### src/rtl/dmem_lsu_if.sv
// rtl/dmem_lsu_if.sv - request/response and word-RAM signal bundle for dmem_lsu
interface dmem_lsu_if;
  logic        req_valid;
  logic        req_ready;
  logic        req_write;
  logic [2:0]  req_funct3;
  logic [31:0] req_addr;
  logic [31:0] req_wdata;
  logic [4:0]  req_rd;

  logic        rsp_valid;
  logic        rsp_fault;
  logic        rsp_write;
  logic [31:0] rsp_rdata;
  logic [4:0]  rsp_rd;

  logic        mem_write;
  logic [2:0]  mem_funct3;
  logic [4:0]  mem_rd;
  logic [31:0] mem_address;
  logic [31:0] mem_wdata;
  logic [31:0] mem_rdata;

  // master is the requester plus the RAM; slave is the load/store unit
  modport master (
    output req_valid, req_write, req_funct3, req_addr, req_wdata, req_rd, mem_rdata,
    input  req_ready, rsp_valid, rsp_fault, rsp_write, rsp_rdata, rsp_rd,
    input  mem_write, mem_funct3, mem_rd, mem_address, mem_wdata
  );

  modport slave (
    input  req_valid, req_write, req_funct3, req_addr, req_wdata, req_rd, mem_rdata,
    output req_ready, rsp_valid, rsp_fault, rsp_write, rsp_rdata, rsp_rd,
    output mem_write, mem_funct3, mem_rd, mem_address, mem_wdata
  );
endinterface

### src/rtl/dmem_lsu.sv
// rtl/dmem_lsu.sv - RV32I load/store unit in front of a word-addressed data RAM
// Sub-word stores are read-modify-write; loads are lane-selected and extended here.
module dmem_lsu #(
  parameter int WORD_ADDR_W = 8
) (
  input  logic       clk,
  input  logic       rst,
  dmem_lsu_if.slave  bus
);

  typedef enum logic [2:0] {IDLE, READ, WRITE, LOAD, RESP} state_t;

  state_t                   state;
  logic [WORD_ADDR_W+1:0]   addr_q;
  logic [2:0]               funct3_q;
  logic [31:0]              wdata_q;
  logic [31:0]              merge_q;
  logic [4:0]               rd_q;
  logic                     write_q;

  logic                     req_fault;
  logic [31:0]              lane_shift;
  logic [31:0]              load_data;
  logic [31:0]              store_word;

  // Illegal funct3 first, then alignment by access size (funct3[1:0])
  always_comb begin
    req_fault = 1'b0;
    if (bus.req_write)
      req_fault = bus.req_funct3[2] || (bus.req_funct3[1:0] == 2'b11);
    else
      req_fault = (bus.req_funct3 == 3'b011) || (bus.req_funct3[2:1] == 2'b11);
    case (bus.req_funct3[1:0])
      2'b01:   if (bus.req_addr[0]) req_fault = 1'b1;
      2'b10:   if (bus.req_addr[1:0] != 2'b00) req_fault = 1'b1;
      default: ;
    endcase
  end

  assign lane_shift = bus.mem_rdata >> {addr_q[1:0], 3'b000};

  always_comb begin
    load_data = lane_shift;
    case (funct3_q)
      3'b000:  load_data = {{24{lane_shift[7]}},  lane_shift[7:0]};
      3'b001:  load_data = {{16{lane_shift[15]}}, lane_shift[15:0]};
      3'b100:  load_data = {24'b0, lane_shift[7:0]};
      3'b101:  load_data = {16'b0, lane_shift[15:0]};
      default: load_data = lane_shift;
    endcase
  end

  // Only the addressed byte/half lane is replaced; the rest comes from the READ snapshot
  always_comb begin
    store_word = wdata_q;
    if (funct3_q[1:0] == 2'b00) begin
      store_word = merge_q;
      store_word[{addr_q[1:0], 3'b000} +: 8] = wdata_q[7:0];
    end else if (funct3_q[1:0] == 2'b01) begin
      store_word = merge_q;
      if (addr_q[1])
        store_word[31:16] = wdata_q[15:0];
      else
        store_word[15:0] = wdata_q[15:0];
    end
  end

  assign bus.req_ready   = (state == IDLE);
  assign bus.mem_write   = (state == WRITE);
  assign bus.mem_funct3  = 3'b010;
  assign bus.mem_rd      = rd_q;
  assign bus.mem_address = (state == IDLE) ? 32'd0
                         : {{(32-WORD_ADDR_W){1'b0}}, addr_q[WORD_ADDR_W+1:2]};
  assign bus.mem_wdata   = (state == WRITE) ? store_word : 32'd0;

  always_ff @(posedge clk or posedge rst) begin
    if (rst) begin
      state         <= IDLE;
      addr_q        <= '0;
      funct3_q      <= 3'b0;
      wdata_q       <= 32'd0;
      merge_q       <= 32'd0;
      rd_q          <= 5'd0;
      write_q       <= 1'b0;
      bus.rsp_valid <= 1'b0;
      bus.rsp_fault <= 1'b0;
      bus.rsp_write <= 1'b0;
      bus.rsp_rdata <= 32'd0;
      bus.rsp_rd    <= 5'd0;
    end else begin
      case (state)
        IDLE: begin
          if (bus.req_valid) begin
            addr_q   <= bus.req_addr[WORD_ADDR_W+1:0];
            funct3_q <= bus.req_funct3;
            wdata_q  <= bus.req_wdata;
            rd_q     <= bus.req_rd;
            write_q  <= bus.req_write;
            if (req_fault) begin
              state         <= RESP;
              bus.rsp_valid <= 1'b1;
              bus.rsp_fault <= 1'b1;
              bus.rsp_write <= bus.req_write;
              bus.rsp_rdata <= 32'd0;
              bus.rsp_rd    <= bus.req_rd;
            end else if (!bus.req_write) begin
              state <= LOAD;
            end else if (bus.req_funct3[1:0] == 2'b10) begin
              state <= WRITE;
            end else begin
              state <= READ;
            end
          end
        end
        READ: begin
          merge_q <= bus.mem_rdata;
          state   <= WRITE;
        end
        WRITE: begin
          state         <= RESP;
          bus.rsp_valid <= 1'b1;
          bus.rsp_fault <= 1'b0;
          bus.rsp_write <= write_q;
          bus.rsp_rdata <= 32'd0;
          bus.rsp_rd    <= rd_q;
        end
        LOAD: begin
          state         <= RESP;
          bus.rsp_valid <= 1'b1;
          bus.rsp_fault <= 1'b0;
          bus.rsp_write <= write_q;
          bus.rsp_rdata <= load_data;
          bus.rsp_rd    <= rd_q;
        end
        RESP: begin
          state         <= IDLE;
          bus.rsp_valid <= 1'b0;
        end
        default: state <= IDLE;
      endcase
    end
  end

endmodule

### src/flat_wrapper.sv
// flat-port wrapper written by rule: the top's interface ports become plain ports
module dmem_lsu_flat 
#(
  parameter int WORD_ADDR_W = 8
)
  (clk, rst, bus_req_valid, bus_req_write, bus_req_funct3, bus_req_addr, bus_req_wdata, bus_req_rd, bus_mem_rdata, bus_req_ready, bus_rsp_valid, bus_rsp_fault, bus_rsp_write, bus_rsp_rdata, bus_rsp_rd, bus_mem_write, bus_mem_funct3, bus_mem_rd, bus_mem_address, bus_mem_wdata);
  dmem_lsu_if bus_i ();
  input  logic clk;
  input  logic rst;
  input wire logic [$bits(bus_i.req_valid)-1:0] bus_req_valid;
  input wire logic [$bits(bus_i.req_write)-1:0] bus_req_write;
  input wire logic [$bits(bus_i.req_funct3)-1:0] bus_req_funct3;
  input wire logic [$bits(bus_i.req_addr)-1:0] bus_req_addr;
  input wire logic [$bits(bus_i.req_wdata)-1:0] bus_req_wdata;
  input wire logic [$bits(bus_i.req_rd)-1:0] bus_req_rd;
  input wire logic [$bits(bus_i.mem_rdata)-1:0] bus_mem_rdata;
  output wire logic [$bits(bus_i.req_ready)-1:0] bus_req_ready;
  output wire logic [$bits(bus_i.rsp_valid)-1:0] bus_rsp_valid;
  output wire logic [$bits(bus_i.rsp_fault)-1:0] bus_rsp_fault;
  output wire logic [$bits(bus_i.rsp_write)-1:0] bus_rsp_write;
  output wire logic [$bits(bus_i.rsp_rdata)-1:0] bus_rsp_rdata;
  output wire logic [$bits(bus_i.rsp_rd)-1:0] bus_rsp_rd;
  output wire logic [$bits(bus_i.mem_write)-1:0] bus_mem_write;
  output wire logic [$bits(bus_i.mem_funct3)-1:0] bus_mem_funct3;
  output wire logic [$bits(bus_i.mem_rd)-1:0] bus_mem_rd;
  output wire logic [$bits(bus_i.mem_address)-1:0] bus_mem_address;
  output wire logic [$bits(bus_i.mem_wdata)-1:0] bus_mem_wdata;
  assign bus_i.req_valid = bus_req_valid;
  assign bus_i.req_write = bus_req_write;
  assign bus_i.req_funct3 = bus_req_funct3;
  assign bus_i.req_addr = bus_req_addr;
  assign bus_i.req_wdata = bus_req_wdata;
  assign bus_i.req_rd = bus_req_rd;
  assign bus_i.mem_rdata = bus_mem_rdata;
  assign bus_req_ready = bus_i.req_ready;
  assign bus_rsp_valid = bus_i.rsp_valid;
  assign bus_rsp_fault = bus_i.rsp_fault;
  assign bus_rsp_write = bus_i.rsp_write;
  assign bus_rsp_rdata = bus_i.rsp_rdata;
  assign bus_rsp_rd = bus_i.rsp_rd;
  assign bus_mem_write = bus_i.mem_write;
  assign bus_mem_funct3 = bus_i.mem_funct3;
  assign bus_mem_rd = bus_i.mem_rd;
  assign bus_mem_address = bus_i.mem_address;
  assign bus_mem_wdata = bus_i.mem_wdata;
  dmem_lsu #(.WORD_ADDR_W(WORD_ADDR_W)) u_core (.clk(clk), .rst(rst), .bus(bus_i));
endmodule
### config.mk
export PLATFORM = sky130hd
export DESIGN_NAME = dmem_lsu_flat
export DESIGN_NICKNAME = d
export VERILOG_FILES = /design/src/rtl/dmem_lsu_if.sv /design/src/rtl/dmem_lsu.sv /design/src/flat_wrapper.sv
export SDC_FILE = /design/constraint.sdc
export NUM_CORES = 1
export LEC_CHECK = 0
export CAP_MARGIN = 20
export CORE_MARGIN = 2
export CORE_UTILIZATION = 42
export CTS_BUF_LIST = sky130_fd_sc_hd__clkbuf_16
export DETAILED_ROUTE_END_ITERATION = 10
export GPL_ROUTABILITY_DRIVEN = 0
export GPL_TIMING_DRIVEN = 0
export PLACE_DENSITY = 0.82
export SYNTH_ARGS = -nofsm -noshare
export SYNTH_HDL_FRONTEND = slang
export SYNTH_SLANG_ARGS = --single-unit
### constraint.sdc
create_clock -name clk -period 4.65 [get_ports clk]
set_clock_uncertainty 0.05 [all_clocks]
set_input_delay 1.395 -clock clk [delete_from_list [all_inputs] [get_ports clk]]
set_output_delay 1.395 -clock clk [all_outputs]
set_load 0.03 [all_outputs]
==> run notes, run 1 <==
yosys + openroad results -> Hold Slack 436 ps, Worst Setup EP bus_mem_wdata[14], Reg power frac 0.346, grt total ovfl 0, status complete, no violations, Logic cell area 3200 um2, clock buffer count in the final layout 17, min Tclk post-route 4510 ps, critical path peak fanout 12, yosys cell count 574, Signal buf overhead 0.235, initial antenna violation count 0, gr usage total 0.239, Syn. warnings 0, busiest layer in global routing met2, CTS tree done, EDFF count, synth 0, Flop area 3150 um2, area grow syn2layout 42.0%, RR Endpoint u_core.bus.rsp_rdata[25], grt met3 use 0.0681, sw frac 0.377, clk cell area share 0.0587, cell type with the largest total area dfrtp_1, sequential cell area fraction in the yosys report 0.473, Synth Area in Adders 0.0131, combinational gate count 394, initial drt markers 454, DRC Markers 0, area of the die 16900 um2, Place WS -19.2 ps, Max Cap Violations 0, Metal-1 WL 8.00 mm, final hold vios 0, n_taps 216, Worst R2R Setup Slack 2550 ps, critical path type flop to output port, CTS sink count 126, Net Switching 1960 uW, worst-margin pin slew 608 ps, Cell Type Count 49, R2R cell count 6, FFs w/ async S/R, synth 1.00, RSZ-0062 raised after global routing false, Tot Pwr 5200 uW, Cell area leaders dfrtp_1 (47%), mux2_2 (17%), mux2i_1 (4.8%), ANT cells 0, Cell Int Power 3240 uW, H-tree depth 4, pwr dens 550 nW/um2, Worst EP arrival 3060 ps, hold endpoint u_core.bus.rsp_rdata[15], HP Start u_core.bus.rsp_rdata[15], worst hold stages 1, clk slew on worst S/H paths 50 ps, AO/OA Area Share 0.146, Crit. Startpoint u_core.addr_q[1], Netlist Area Pre-Place 6660 um2, final net count 911, met1 Track Usage GR 0.304, die x size 130 um, first-pass GRT wire length 30.5 mm, Top-area cell share 0.473, Max Fclk 222 MHz, routed wl met3 1.92 mm, Final Slew Violations 0, combinational fraction of design power 0.412, invs w/o clock 14, slew margin rel. 0.592, vias in the first global route 5562, largest net degree at the start of global routing 36, Biggest Area Class logic gates, leakage 0.00450 uW, P_comb 2140 uW, seq_cells 126, Worst VDD drop 349 uV, clk root buf clkbuf_16, Crit. End Element output port, Clock power frac 0.242, Final WS setup 142 ps
==> run 1: sequential cells by signal, indices dropped and copies added (netlist names) <==
signal / cells
u_core.bus.rsp_valid: 1
u_core.bus.rsp_fault: 1
u_core.write_q: 1
u_core.state: 3
u_core.wdata_q: 32
u_core.bus.rsp_rd: 5
u_core.addr_q: 10
u_core.merge_q: 32
u_core.bus.rsp_rdata: 32
u_core.funct3_q: 3
u_core.bus.mem_rd: 5
u_core.bus.rsp_write: 1
==> run 1: critical path: stages, from the launching register on <==
cell,delay [ps]
dfrtp_1,400
buf_2,270
inv_2,180
ha_1,430
nand2_1,120
nor3_4,310
a221oi_1,130
a211oi_1,350
dlygate4sd2_1,460
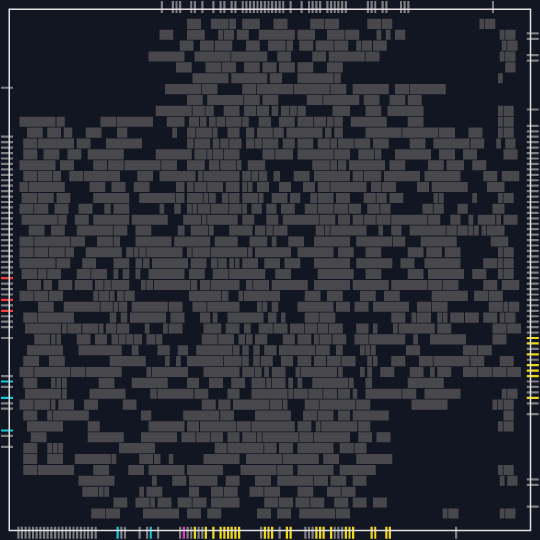
Figure 1: run 1, I/O pins on the die edge.
Drawn at 4 px/um. Pins as bars across the die edge, other pins in grey.
Cyan shows `bus_mem_rd`, pins 5, direction output, edge 3 left, 2 bottom. Yellow shows `bus_rsp_rdata`, pins 32, direction output, edge 25 bottom, 7 right. Magenta shows `bus_rsp_fault`, pins 1, direction output, edge bottom. Red shows `bus_req_funct3`, pins 3, direction input, edge left.
All pins by edge: 69 bottom, 61 right, 47 left, 45 top.
port bufs: 172
chip height: 130 um

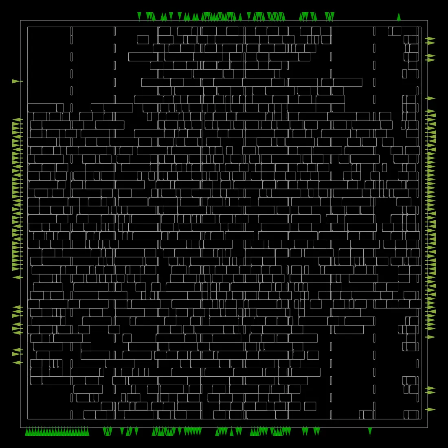
Figure 2: run 1, placement view.
non-filler instance count after layout: 1025
core area: 15700 um2
Seq/total area: 0.333
FP Rows: 46

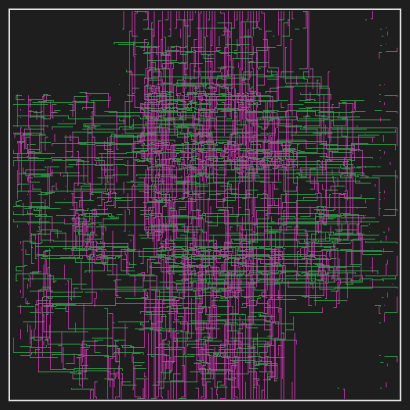
Figure 3: run 1, metal layers overlaid.
Drawn at 3 px/um. Only two layers are drawn.
Magenta shows M2, wire length 9150 um. Green shows M1, wire length 8000 um.
via total after detailed routing: 5646
drt wl/cell: 19.4 um

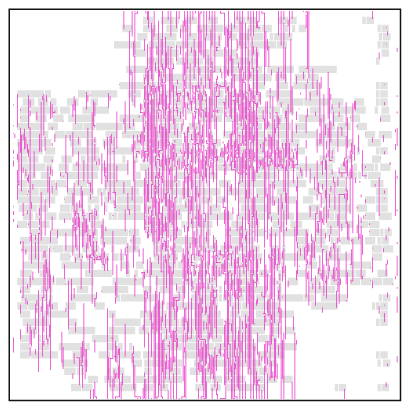
Figure 4: run 1, metal 2.
Drawn at 3 px/um.
The longest straight run is 42.8 um. The layer carries 9150 um of wire. The layer holds 46% of the routed length. The wires run mostly vertical. 768 nets have wire on it.
final wirelength: 19.9 mm
met2 Use GR: 0.381

## Run 2: what changed since run 1
- CTS_CLUSTER_DIAMETER: not set -> 50
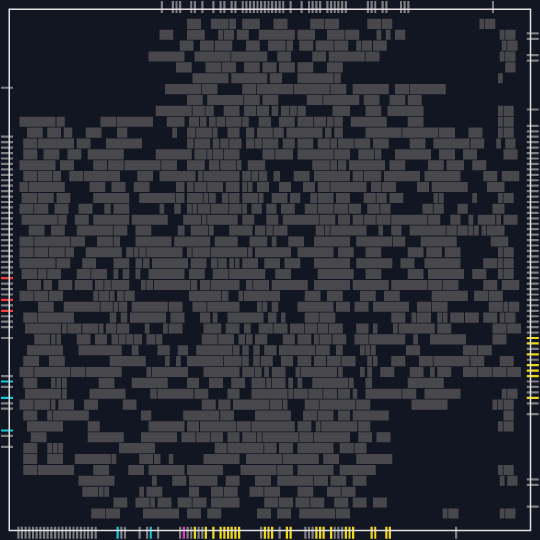
Figure 5: run 2, I/O pins on the die edge.
Drawn at 4 px/um. Pins as bars across the die edge, other pins in grey.
Magenta shows `bus_rsp_fault`, pins 1, direction output, edge bottom. Cyan shows `bus_mem_rd`, pins 5, direction output, edge 3 left, 2 bottom. Yellow shows `bus_rsp_rdata`, pins 32, direction output, edge 25 bottom, 7 right. Red shows `bus_req_funct3`, pins 3, direction input, edge left.
All pins by edge: 69 bottom, 61 right, 47 left, 45 top.
die x size: 130 um

==> run 2 against run 1 <==
Critical path type unchanged. Sequential power is essentially flat. Utilization unchanged. First-iteration DRC count unchanged. Largest cell class unchanged. Largest power group unchanged. Synthesized area unchanged. Non-clock buffer count unchanged. Highest routed layer unchanged. Design area stayed put. Combinational power hardly changed.
==> run notes, run 2 <==
yosys + openroad results -> min Tclk post-route 4510 ps, hold endpoint u_core.bus.rsp_rdata[15], Netlist Area Pre-Place 6660 um2, Clock power frac 0.242, non-filler instance count after layout 1025, cell type with the largest total area dfrtp_1, initial drt markers 454, Top-area cell share 0.473, ANT cells 0, status complete, no violations, Flop area 3150 um2, H-tree depth 4, critical path type flop to output port, Reg power frac 0.346, slew margin rel. 0.592, clock buffer count in the final layout 17, crit path max-delay cell type dlygate4sd2_1, port bufs 172, Final Slew Violations 0, Cell Int Power 3240 uW, clk root buf clkbuf_16, routed wl met3 1.92 mm, area of the die 16900 um2, sequential cell area fraction in the yosys report 0.473, FFs w/ async S/R, synth 1.00, RSZ-0062 raised after global routing false, R2R cell count 6, EDFF count, synth 0, Worst EP arrival 3060 ps, Logic cell area 3200 um2, clk cell area share 0.0587, combinational fraction of design power 0.412, final wirelength 19.9 mm, gr usage total 0.239, met1 Track Usage GR 0.304, final hold vios 0, yosys cell count 574, critical path peak fanout 12, Critical Path Max Stage Delay 460 ps, DRC Markers 0, FP Rows 46, Signal buf overhead 0.235, sw frac 0.377, Crit. Startpoint u_core.addr_q[1], met2 Use GR 0.381, combinational gate count 394, invs w/o clock 14, Metal-1 WL 8.00 mm, via total after detailed routing 5646, critical path depth 8, area grow syn2layout 42.0%, P_comb 2140 uW, Crit. End Element output port, Seq/total area 0.333, Cell Type Count 49, Worst Setup EP bus_mem_wdata[14], worst hold stages 1, initial antenna violation count 0, family with the most delay on the worst path buffers and inverters, HP Start u_core.bus.rsp_rdata[15], grt total ovfl 0, CTS sink count 126, largest net degree at the start of global routing 36, Worst R2R Setup Slack 2550 ps, pwr dens 550 nW/um2, worst-margin pin slew 608 ps, final net count 911, first-pass GRT wire length 30.5 mm, Critical Path, Cell by Cell buf_2 -> inv_2 -> ha_1 -> nand2_1 -> nor3_4 -> a221oi_1 -> a211oi_1 -> dlygate4sd2_1, Syn. warnings 0
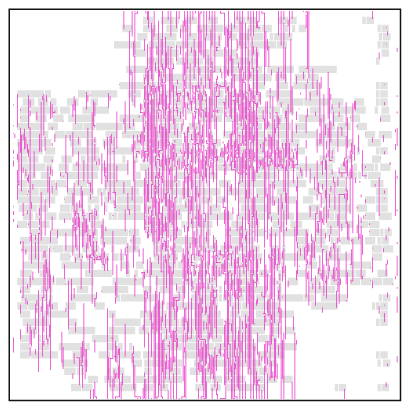
Figure 6: run 2, metal 2.
Drawn at 3 px/um.
The longest straight run is 42.8 um. The layer holds 46% of the routed length. The layer carries 9150 um of wire. The wires run mostly vertical.

-- run 2: cell counts in the layout (fill, tap and decap cells not counted) --
Identical to the previous run, type by type.
-- run 2: kinds of logic after synthesis --
family	share of synthesized area
AND-OR/OR-AND	0.146
flip-flops	0.473
adder cells (fa/ha/maj)	0.0131
buffers and inverters	0.0659
multiplexers	0.227
AND/OR/NAND/NOR	0.0731
other	0.00113
-- run 2: through the flow --
stage | area, um2 | hold slack (ps) | setup WS, ps
after floorplan | 6760 | 423 | 722
after global placement | 8750 | 420 | -29.6
after CTS | 9390 | 438 | 14.7
final | 9460 | 436 | 142
after detailed placement | 8810 | 426 | -19.2
after global routing | 9460 | 440 | 18.2
Figure 7. Layout detail (run 2).
Window x 45 to 85, y 45 to 85 um. Cells in grey, sequential cells in the stronger grey; small squares are vias.
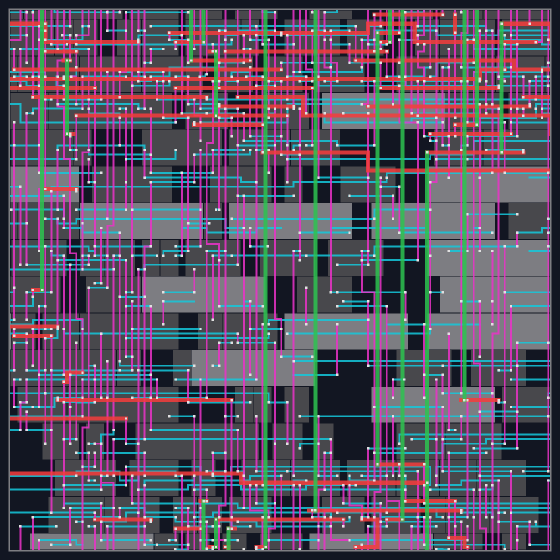

## Run 3: what changed since run 2
- SLEW_MARGIN: not set -> 40
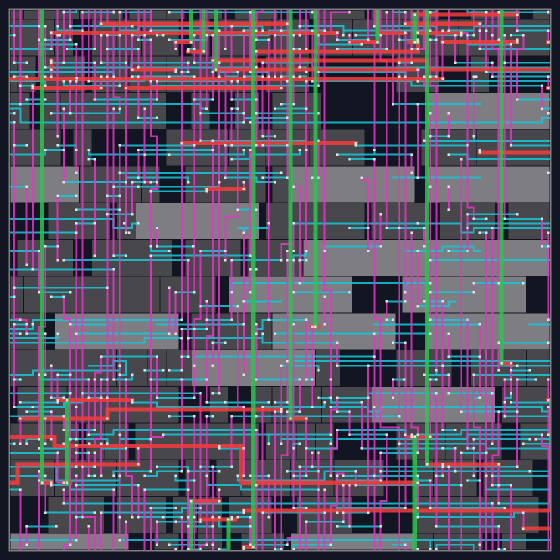
Figure 8: run 3, layout detail.
Window x 45 to 85, y 45 to 85 um. Cells in grey, sequential cells in the stronger grey; small squares are vias.
Magenta shows M2. Cyan shows M1. Green shows M4. Red shows M3.
Most frequent: mux2_2 (20), dfrtp_1 (14), mux2i_1 (13). Netlist names of flops here include `u_core.merge_q` (14). 113 logic cells have their middle in the window. Sequential cells in the window: 14.

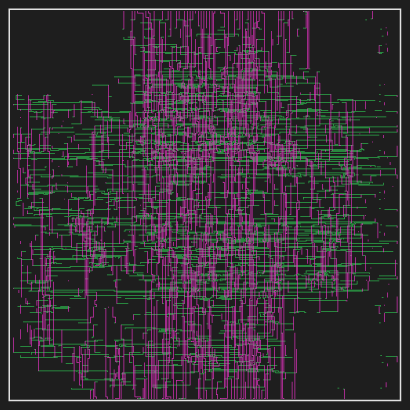
Figure 9: run 3, metal layers overlaid.
Drawn at 3 px/um. Only two layers are drawn.
Magenta shows M2, wire length 8980 um. Green shows M1, wire length 8100 um.
gr usage total: 0.240
via total after detailed routing: 5668
final wirelength: 19.6 mm
drt wl/cell: 19.0 um

==> run 3 against run 2 <==
Synthesized area unchanged. Maximum frequency down 0.27%. Total power decreased by 1.7%. Synthesized cell count unchanged. Clock-buffer cell count is the same. Highest routed layer unchanged. Critical path type unchanged. Utilization increased by 0.21 points. Critical endpoint is now bus_mem_wdata[29]. Non-clock buffer count is 4 higher.
==> run notes, run 3 <==
yosys + openroad results -> family with the most delay on the worst path buffers and inverters, cell type with the largest total area dfrtp_1, Max Fclk 221 MHz, Final WS setup 130 ps, FFs w/ async S/R, synth 1.00, combinational fraction of design power 0.420, Cell area leaders dfrtp_1 (47%), mux2_2 (17%), mux2i_1 (4.8%), chip height 130 um, slew margin rel. 0.578, routed wl met3 1.71 mm, Metal-1 WL 8.10 mm, Basic Gates by Area 0.0731, Synth Area in Adders 0.0131, Worst VDD drop 376 uV, Clock power frac 0.228, CTS sink count 126, Critical Path Max Stage Delay 720 ps, Syn. warnings 0, vias in the first global route 5606, final hold vios 0, area grow syn2layout 42.5%, area of the die 16900 um2, DRC Markers 0, R2R cell count 6, Place WS -35.7 ps, critical path peak fanout 12, met2 Use GR 0.370, H-tree depth 4, Tot Pwr 5110 uW, Hold Slack 436 ps, grt met3 use 0.0701, hold endpoint u_core.bus.rsp_rdata[21], yosys cell count 574, pwr dens 539 nW/um2, critical path type flop to output port, final net count 915, clk slew on worst S/H paths 50 ps, Flop area 3150 um2, core area 15700 um2, Critical Path, Cell by Cell buf_2 -> inv_2 -> ha_1 -> nor4_4 -> buf_4 -> a221oi_1 -> nor3_1 -> clkdlybuf4s50_1, CTS tree done, Reg power frac 0.351, EDFF count, synth 0, met1 Track Usage GR 0.309, non-filler instance count after layout 1029, Worst EP arrival 3080 ps, ANT cells 0, Post-Place Cell Area 8870 um2, xor/xnor share 0, Netlist Area Pre-Place 6660 um2, min Tclk post-route 4520 ps, Crit. End Element output port, Top-area cell share 0.473, Largest regs u_core.bus.rsp_rdata (32), u_core.merge_q (32), u_core.wdata_q (32), status complete, no violations
[run 3: cell type report]
type,count,area share
multi-input cells,394,0.337
flip-flops and latches,126,0.332
repair buffers,182,0.202
clock buffers,17,0.0448
plain buffers,65,0.0407
well taps,216,0.0285
clock inverters,15,0.00949
inverters,14,0.00593
[run 3: worst max-delay path by stage]
stage	from	end	cells after the start
after detailed placement	u_core.addr_q[1]	bus_mem_wdata[15]	8
final	u_core.addr_q[1]	bus_mem_wdata[29]	8
after global routing	u_core.addr_q[1]	bus_mem_wdata[19]	9
after global placement	u_core.addr_q[1]	bus_mem_wdata[14]	8
after CTS	u_core.addr_q[1]	bus_mem_wdata[8]	8
after floorplan	u_core.addr_q[1]	bus_mem_wdata[10]	7
Power figures rest on the tool's default switching activity, not on a simulated workload.
